Fig. 1: drive-strength map
Drawn at 1.5 px/µm.
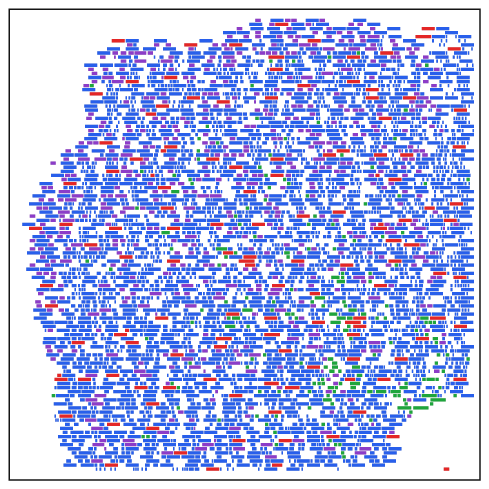
Fig. 2: cell outlines without signal wires
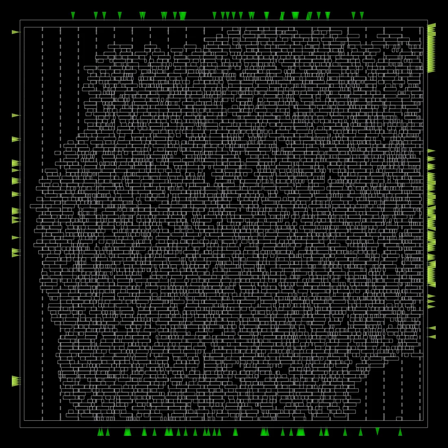
Fig. 3: port wiring
Drawn at 1 px/µm.
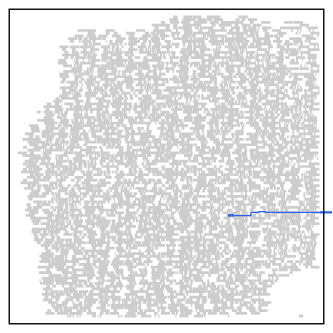
Fig. 4: I/O pins on the die edge
Drawn at 1.5 px/µm. Pins as bars across the die edge, other pins in gray.
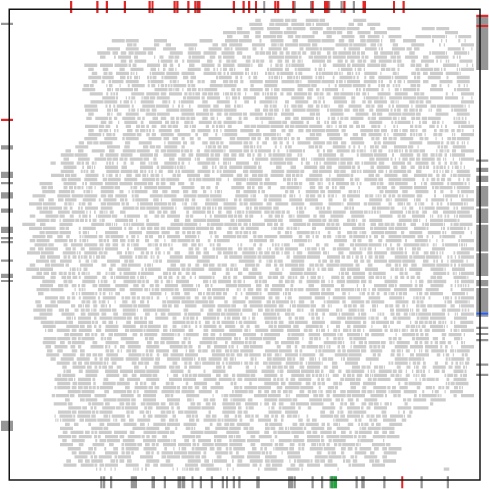
Fig. 5: metal layers overlaid
Drawn at 1.5 px/µm. Two of the layers only.
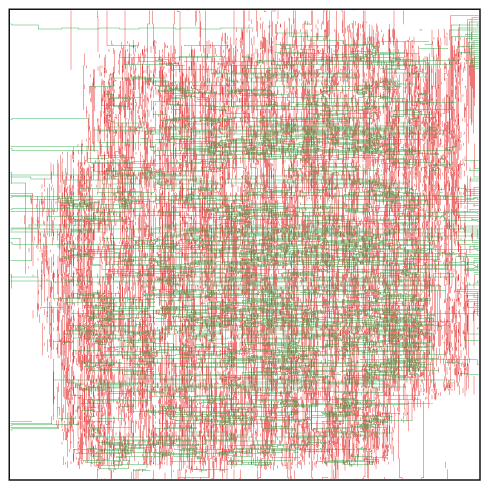
## src/rtl/control_flow_commit_pkg.sv

```systemverilog
// -----------------------------------------------------------------------------
// control_flow_commit_pkg
// Shared definitions for the branch commit queue: address/index widths, queue
// depth, bit positions inside the controlFlow commit word, the queue-entry
// record and the mispredict rule applied to a resolved entry.
// -----------------------------------------------------------------------------
package control_flow_commit_pkg;

    localparam int WIDTH = 31;                 // address MSB
    localparam int INDEX = 7;                  // GHR index MSB
    localparam int DEPTH = 8;                  // queue entries, power of two
    localparam int PTR_W = $clog2(DEPTH);      // head/tail/tag width

    // Bit positions of the controlFlow word handed to instruction fetch
    localparam int CF_MISPREDICT = 0;
    localparam int CF_TAKEN      = 1;
    localparam int CF_BTB_WRITE  = 2;
    localparam int CF_PHT_LSB    = 3;
    localparam int CF_PHT_MSB    = 4;

    // One in-flight branch/JAL tracked from fetch to retirement
    typedef struct packed {
        logic [WIDTH:0] pc;
        logic [WIDTH:0] predicted_pc;
        logic [INDEX:0] ghr_index;
        logic [1:0]     pht_state;
        logic           redirect;
        logic           resolved;
        logic           taken;
        logic [WIDTH:0] target;
    } cfc_entry_t;

    // A taken branch that fetch also redirected is still wrong when the
    // real target differs from the BTB guess.
    function automatic logic is_mispredict(input cfc_entry_t e);
        return (e.taken != e.redirect) |
               (e.taken & e.redirect & (e.target != e.predicted_pc));
    endfunction

endpackage

```

## src/rtl/control_flow_commit_pht.sv

```systemverilog
// -----------------------------------------------------------------------------
// pht_counter_update
// Combinational 2-bit saturating counter update for the gshare PHT entry.
//   taken      : resolved branch direction
//   state      : counter value read at fetch
//   next_state : counter value to write back (saturates at 2'b00 / 2'b11)
// -----------------------------------------------------------------------------
module pht_counter_update (
    input  logic       taken,
    input  logic [1:0] state,
    output logic [1:0] next_state
);

    // Saturating increment on taken, saturating decrement on not-taken
    always_comb begin
        next_state = state;
        if (taken) begin
            if (state != 2'b11) begin
                next_state = state + 2'b01;
            end else begin
                next_state = 2'b11;
            end
        end else begin
            if (state != 2'b00) begin
                next_state = state - 2'b01;
            end else begin
                next_state = 2'b00;
            end
        end
    end

endmodule

```

## src/rtl/control_flow_commit.sv

```systemverilog
// -----------------------------------------------------------------------------
// control_flow_commit
// In-order commit queue for branches/JALs. Fetch allocates an entry at the
// tail, execute resolves entries out of order by tag, and the oldest entry
// retires once resolved and the ROB allows it, producing the registered
// writeCommit fields for fetch. A mispredicting commit flushes the queue.
//   clk, globalReset                  : clock, async active-high reset
//   alloc*                            : fetch-side allocation request
//   allocTag, full                    : slot for this allocation, queue full
//   resolve*                          : execute-side outcome for a tag
//   commitEnable                      : ROB permits oldest branch to retire
//   validCommit, targetAddress, oldPC,
//   controlFlow, previousIndex,
//   commitBranch                      : registered commit bus to fetch
// -----------------------------------------------------------------------------
module control_flow_commit
    import control_flow_commit_pkg::*;
(
    input  logic             clk,
    input  logic             globalReset,
    input  logic             allocValid,
    input  logic [WIDTH:0]   allocPC,
    input  logic [WIDTH:0]   allocPredictedPC,
    input  logic [INDEX:0]   allocGHRIndex,
    input  logic [1:0]       allocPHTState,
    input  logic             allocRedirect,
    output logic [PTR_W-1:0] allocTag,
    output logic             full,
    input  logic             resolveValid,
    input  logic [PTR_W-1:0] resolveTag,
    input  logic             resolveTaken,
    input  logic [WIDTH:0]   resolveTarget,
    input  logic             commitEnable,
    output logic             validCommit,
    output logic [WIDTH:0]   targetAddress,
    output logic [WIDTH:0]   oldPC,
    output logic [4:0]       controlFlow,
    output logic [INDEX:0]   previousIndex,
    output logic             commitBranch
);

    localparam logic [WIDTH:0]   PC_STEP    = {{(WIDTH-2){1'b0}}, 3'd4};
    localparam logic [PTR_W:0]   COUNT_FULL = (PTR_W+1)'(DEPTH);
    localparam logic [PTR_W-1:0] PTR_ONE    = PTR_W'(1);
    localparam logic [PTR_W:0]   COUNT_ONE  = (PTR_W+1)'(1);

    cfc_entry_t       entries_q [DEPTH];
    cfc_entry_t       entries_d [DEPTH];
    logic [DEPTH-1:0] occupied_q, occupied_d;
    logic [PTR_W-1:0] head_q, head_d, tail_q, tail_d;
    logic [PTR_W:0]   count_q, count_d;

    logic             valid_commit_q, valid_commit_d;
    logic [WIDTH:0]   target_address_q, target_address_d;
    logic [WIDTH:0]   old_pc_q, old_pc_d;
    logic [4:0]       control_flow_q, control_flow_d;
    logic [INDEX:0]   previous_index_q, previous_index_d;
    logic             commit_branch_q, commit_branch_d;

    cfc_entry_t       head_entry;
    logic             commit_fire, mispredict, flush;
    logic             alloc_fire, resolve_fire;
    logic [1:0]       pht_next;

    assign head_entry = entries_q[head_q];
    assign full       = (count_q == COUNT_FULL);
    assign allocTag   = tail_q;

    // Retirement uses the registered resolved bit, so a resolve into the head
    // can only retire on the following edge.
    assign commit_fire  = occupied_q[head_q] & head_entry.resolved & commitEnable;
    assign mispredict   = is_mispredict(head_entry);
    assign flush        = commit_fire & mispredict;
    assign alloc_fire   = allocValid & ~full & ~flush;
    assign resolve_fire = resolveValid & occupied_q[resolveTag] &
                          ~entries_q[resolveTag].resolved & ~flush;

    pht_counter_update u_pht (
        .taken      (head_entry.taken),
        .state      (head_entry.pht_state),
        .next_state (pht_next)
    );

    // Queue bookkeeping: flush, resolve, retire and allocate
    always_comb begin
        entries_d  = entries_q;
        occupied_d = occupied_q;
        head_d     = head_q;
        tail_d     = tail_q;
        count_d    = count_q;
        if (flush) begin
            occupied_d = '0;
            head_d     = '0;
            tail_d     = '0;
            count_d    = '0;
        end else begin
            if (resolve_fire) begin
                entries_d[resolveTag].resolved = 1'b1;
                entries_d[resolveTag].taken    = resolveTaken;
                entries_d[resolveTag].target   = resolveTarget;
            end else begin
                entries_d[resolveTag] = entries_q[resolveTag];
            end
            if (commit_fire) begin
                occupied_d[head_q] = 1'b0;
                head_d             = head_q + PTR_ONE;
            end else begin
                head_d = head_q;
            end
            // Tail slot is free whenever allocation is allowed, so it never
            // collides with the head being retired or the tag being resolved.
            if (alloc_fire) begin
                entries_d[tail_q].pc           = allocPC;
                entries_d[tail_q].predicted_pc = allocPredictedPC;
                entries_d[tail_q].ghr_index    = allocGHRIndex;
                entries_d[tail_q].pht_state    = allocPHTState;
                entries_d[tail_q].redirect     = allocRedirect;
                entries_d[tail_q].resolved     = 1'b0;
                entries_d[tail_q].taken        = 1'b0;
                entries_d[tail_q].target       = '0;
                occupied_d[tail_q]             = 1'b1;
                tail_d                         = tail_q + PTR_ONE;
            end else begin
                tail_d = tail_q;
            end
            case ({alloc_fire, commit_fire})
                2'b10:   count_d = count_q + COUNT_ONE;
                2'b01:   count_d = count_q - COUNT_ONE;
                default: count_d = count_q;
            endcase
        end
    end

    // Commit bus: pulse validCommit and load fields on retirement, else hold
    always_comb begin
        valid_commit_d   = commit_fire;
        target_address_d = target_address_q;
        old_pc_d         = old_pc_q;
        control_flow_d   = control_flow_q;
        previous_index_d = previous_index_q;
        commit_branch_d  = commit_branch_q;
        if (commit_fire) begin
            target_address_d = head_entry.taken ? head_entry.target
                                                : head_entry.pc + PC_STEP;
            old_pc_d         = head_entry.pc;
            previous_index_d = head_entry.ghr_index;
            commit_branch_d  = 1'b1;
            control_flow_d                          = 5'b00000;
            control_flow_d[CF_MISPREDICT]           = mispredict;
            control_flow_d[CF_TAKEN]                = head_entry.taken;
            control_flow_d[CF_BTB_WRITE]            = head_entry.taken;
            control_flow_d[CF_PHT_MSB:CF_PHT_LSB]   = pht_next;
        end else begin
            commit_branch_d = commit_branch_q;
        end
    end

    // State registers with asynchronous reset
    always_ff @(posedge clk or posedge globalReset) begin
        if (globalReset) begin
            for (int i = 0; i < DEPTH; i++) begin
                entries_q[i] <= '0;
            end
            occupied_q       <= '0;
            head_q           <= '0;
            tail_q           <= '0;
            count_q          <= '0;
            valid_commit_q   <= 1'b0;
            target_address_q <= '0;
            old_pc_q         <= '0;
            control_flow_q   <= 5'b00000;
            previous_index_q <= '0;
            commit_branch_q  <= 1'b0;
        end else begin
            for (int i = 0; i < DEPTH; i++) begin
                entries_q[i] <= entries_d[i];
            end
            occupied_q       <= occupied_d;
            head_q           <= head_d;
            tail_q           <= tail_d;
            count_q          <= count_d;
            valid_commit_q   <= valid_commit_d;
            target_address_q <= target_address_d;
            old_pc_q         <= old_pc_d;
            control_flow_q   <= control_flow_d;
            previous_index_q <= previous_index_d;
            commit_branch_q  <= commit_branch_d;
        end
    end

    assign validCommit   = valid_commit_q;
    assign targetAddress = target_address_q;
    assign oldPC         = old_pc_q;
    assign controlFlow   = control_flow_q;
    assign previousIndex = previous_index_q;
    assign commitBranch  = commit_branch_q;

endmodule
```

## config.mk

```make
export PLATFORM = sky130hd
export DESIGN_NAME = control_flow_commit
export DESIGN_NICKNAME = d
export VERILOG_FILES = /design/src/rtl/control_flow_commit_pkg.sv /design/src/rtl/control_flow_commit_pht.sv /design/src/rtl/control_flow_commit.sv
export SDC_FILE = /design/constraint.sdc
export NUM_CORES = 2
export LEC_CHECK = 0
export CAP_MARGIN = 20
export CORE_MARGIN = 3
export CORE_UTILIZATION = 55
export CTS_BUF_LIST = sky130_fd_sc_hd__clkbuf_16
export DETAILED_ROUTE_END_ITERATION = 8
export DONT_BUFFER_PORTS = 1
export PLACE_DENSITY = 0.7
export SETUP_SLACK_MARGIN = 0.1
export SKIP_CTS_REPAIR_TIMING = 1
export SKIP_LAST_GASP = 1
export SYNTH_ARGS = -nofsm -noshare
export SYNTH_HDL_FRONTEND = slang
export SYNTH_SLANG_ARGS = --single-unit
```

## constraint.sdc

```tcl
create_clock -name clk -period 96.1 [get_ports clk]
set_input_delay 19.22 -clock clk [delete_from_list [all_inputs] [get_ports clk]]
set_output_delay 19.22 -clock clk [all_outputs]
set_load 0.02 [all_outputs]
```

==> run_summary.xml <==
<?xml version="1.0" encoding="UTF-8"?>
<metrics>
  <group name="layout">
    <metric name="post-route-cell-area" unit="µm²">56400</metric>
    <metric name="drive_gt1_share" unit="%">19.9</metric>
    <metric name="mostFrequentLayoutCell" unit="">dfrtp_1</metric>
    <metric name="register_bank_with_the_most_flops" unit="">entries_q</metric>
  </group>
  <group name="setup_path">
    <metric name="path_delay_family" unit="">buffers and inverters</metric>
    <metric name="path_buffers" unit="">3</metric>
    <metric name="critical_path_end_type" unit="">flip-flop</metric>
    <metric name="startpoint_type" unit="">input port</metric>
    <metric name="crit_cells" unit="">10</metric>
    <metric name="cp.arrival" unit="ns">23.86</metric>
    <metric name="crit_top_cell" unit="">buf_4</metric>
    <metric name="worst_setup_path_startpoint" unit="">resolveTag[2]</metric>
    <metric name="cell_chain_critical_path" unit="">or3b_2 -&gt; buf_4 -&gt; o22ai_1 -&gt; or4_1 -&gt; nand3_2 -&gt; buf_4 -&gt; a21oi_1 -&gt; a21oi_4 -&gt; buf_4 -&gt; o221ai_1</metric>
    <metric name="required" unit="ns">96.63</metric>
    <metric name="critical_path.endpoint" unit="">entries_q[521]</metric>
    <metric name="worstReg2RegEnd" unit="">entries_q[232]</metric>
    <metric name="worst-r2r-setup-slack" unit="ns">87.67</metric>
    <metric name="longest_individual_stage_delay_on_the_worst_path" unit="ns">0.85</metric>
    <metric name="timing.reg2reg.worst_path_depth" unit="">21</metric>
    <metric name="crit_path_max_fanout" unit="">51</metric>
  </group>
  <group name="route">
    <metric name="via_count" unit="">45265</metric>
    <metric name="routed_via_density" unit="">7.79</metric>
    <metric name="routed_wirelength" unit="µm">204000</metric>
    <metric name="drtAntennaViolNets" unit="">0</metric>
    <metric name="avgRoutedWirePerCell" unit="µm">35.1</metric>
  </group>
  <group name="timing">
    <metric name="maxSlewHeadroom" unit="%">-1.92</metric>
    <metric name="worst_clock_skew" unit="ns">0.0464</metric>
    <metric name="hold_viol_final" unit="">0</metric>
    <metric name="final_max_tran_viols" unit="">4</metric>
    <metric name="accumulated_negative_setup_slack" unit="ns">0</metric>
    <metric name="timing.hold.ws" unit="ns">0.511</metric>
    <metric name="final.period_utilization" unit="%">24.3</metric>
    <metric name="rsz0062_at_grt" unit="">no</metric>
  </group>
  <group name="pwr">
    <metric name="seq_power_share" unit="%">36.4</metric>
    <metric name="p_leak" unit="nW">22.7</metric>
    <metric name="post-layout-total-power" unit="mW">2.17</metric>
    <metric name="pg_comb" unit="µW">978</metric>
    <metric name="p_sw" unit="µW">967</metric>
    <metric name="fraction_of_power_spent_switching_nets" unit="%">44.5</metric>
    <metric name="power_sequential" unit="µW">791</metric>
    <metric name="pwr.group.clock" unit="µW">402</metric>
    <metric name="power.share.combinational" unit="%">45.0</metric>
    <metric name="ir_drop" unit="mV">0.0824</metric>
  </group>
  <group name="clock_tree">
    <metric name="numClockSinks" unit="">968</metric>
    <metric name="clk_latency" unit="ns">0.73</metric>
    <metric name="cts_max_path_buffers" unit="">3</metric>
    <metric name="htreeDepth" unit="">3</metric>
    <metric name="path_clk_slew" unit="ns">0.06</metric>
    <metric name="tritoncts.num_buffers" unit="">105</metric>
  </group>
  <group name="worst_hold_path">
    <metric name="whs_path_cells" unit="">1</metric>
    <metric name="hold_path.startpoint" unit="">entries_q[267]</metric>
    <metric name="min-delay-path-class" unit="">reg -&gt; reg</metric>
  </group>
  <group name="grt">
    <metric name="grt_use_total" unit="%">40.7</metric>
    <metric name="grt_overflow" unit="">0</metric>
    <metric name="antenna_violations_before_repair" unit="">17</metric>
    <metric name="first_global_vias" unit="">43560</metric>
    <metric name="grt_pass1_wl" unit="µm">297000</metric>
  </group>
  <group name="yosys">
    <metric name="edf_count" unit="">0</metric>
    <metric name="synth_area" unit="µm²">51800</metric>
    <metric name="ys_top_cells_by_count" unit="">dfrtp_1, mux2_2, clkbuf_1</metric>
    <metric name="yosys_cell_count" unit="">4695</metric>
    <metric name="syn_inst_count" unit="">4695</metric>
    <metric name="synth_cell_types" unit="">72</metric>
    <metric name="yosys-top-cells-area" unit="">dfrtp_1, mux2_2, a32o_1</metric>
    <metric name="yosys.area_share.adder" unit="%">0.203</metric>
    <metric name="largest_area_cell" unit="">dfrtp_1</metric>
    <metric name="synth_seq_share" unit="%">46.8</metric>
    <metric name="post_synth_mux_area_share" unit="%">15.8</metric>
    <metric name="syn_nets" unit="">4818</metric>
    <metric name="synth-seq-cells" unit="">968</metric>
    <metric name="ys_warn_count" unit="">0</metric>
    <metric name="xor_area_share" unit="%">2.27</metric>
  </group>
  <group name="run">
    <metric name="warning_count" unit="">48</metric>
  </group>
  <group name="place">
    <metric name="finalWeightedCongestion" unit="">0.951</metric>
    <metric name="hpwl" unit="µm">117000</metric>
    <metric name="placement.setup.worst_slack" unit="ns">72.39</metric>
  </group>
  <group name="floorplanning">
    <metric name="die-area" unit="µm²">97900</metric>
  </group>
  <group name="run_status">
    <metric name="failing_checks" unit="">max-slew violations</metric>
    <metric name="status" unit="">finished, violations left</metric>
  </group>
</metrics>
-- Fig. 1 (at the start) --
drive 6 and up -> red  # cells 132, share 2.9%, most used clkbuf_16
drive 3 to 4 -> green  # cells 184, share 4.0%, most used buf_4
drive 2 -> purple  # cells 593, share 13%, most used mux2_2
drive 1 or less -> blue  # cells 3,650, share 80%, most used dfrtp_1
final critical-path setup slack: 72.76 ns
synthesis-to-layout area growth: 8.77%

-- Fig. 2 (at the start) --
Seq/total area: 43.0%
Core Box Area: 92,500 µm²
post-route core utilization: 60.9%
Layout Cells excl Fill: 5,812
num sequential: 968

-- Fig. 3 (at the start) --
commitEnable -> blue  # bits 1, direction input, edge east, end cells 1, buffers 0, wire 94.4 µm
number of port buffers: 0
number of top-level pins: 199

-- Fig. 4 (at the start) --
commitEnable -> blue  # pins 1, direction input, edge east
resolveTag -> green  # pins 3, direction input, edge south
allocPC -> red  # pins 32, direction input, edge 28 north, 2 east, 1 west, 1 south
DIE HEIGHT: 313 µm
width of the die: 313 µm

-- Fig. 5 (at the start) --
met3 -> green  # wire length 35.3 mm
met2 -> red  # wire length 83.3 mm

==> routing by layer <==
layer  wire length, µm  global-route usage [%]  share of wire [%]  vias up
li1                  -                       -                  -    17947
met1             71600                    51.8                 35    22595
met2             83300                    56.2                 41     3863
met3             35300                    19.6                 17      846
met4             13400                    23.0                6.6       14
met5               232                    1.19               0.11        -
==> area by class of cell <==
| type | count | area [µm²] |
|---|---|---|
| Fill cell | 7593 | 36100 |
| Multi-Input combinational cell | 3009 | 25100 |
| Inverter | 240 | 908 |
| Timing Repair Buffer | 148 | 1220 |
| Tap cell | 1243 | 1560 |
| Sequential cell | 968 | 24200 |
| Clock buffer | 107 | 2680 |
| Antenna cell | 10 | 25.0 |
| Clock inverter | 87 | 667 |
Power and IR drop assume default switching activity.
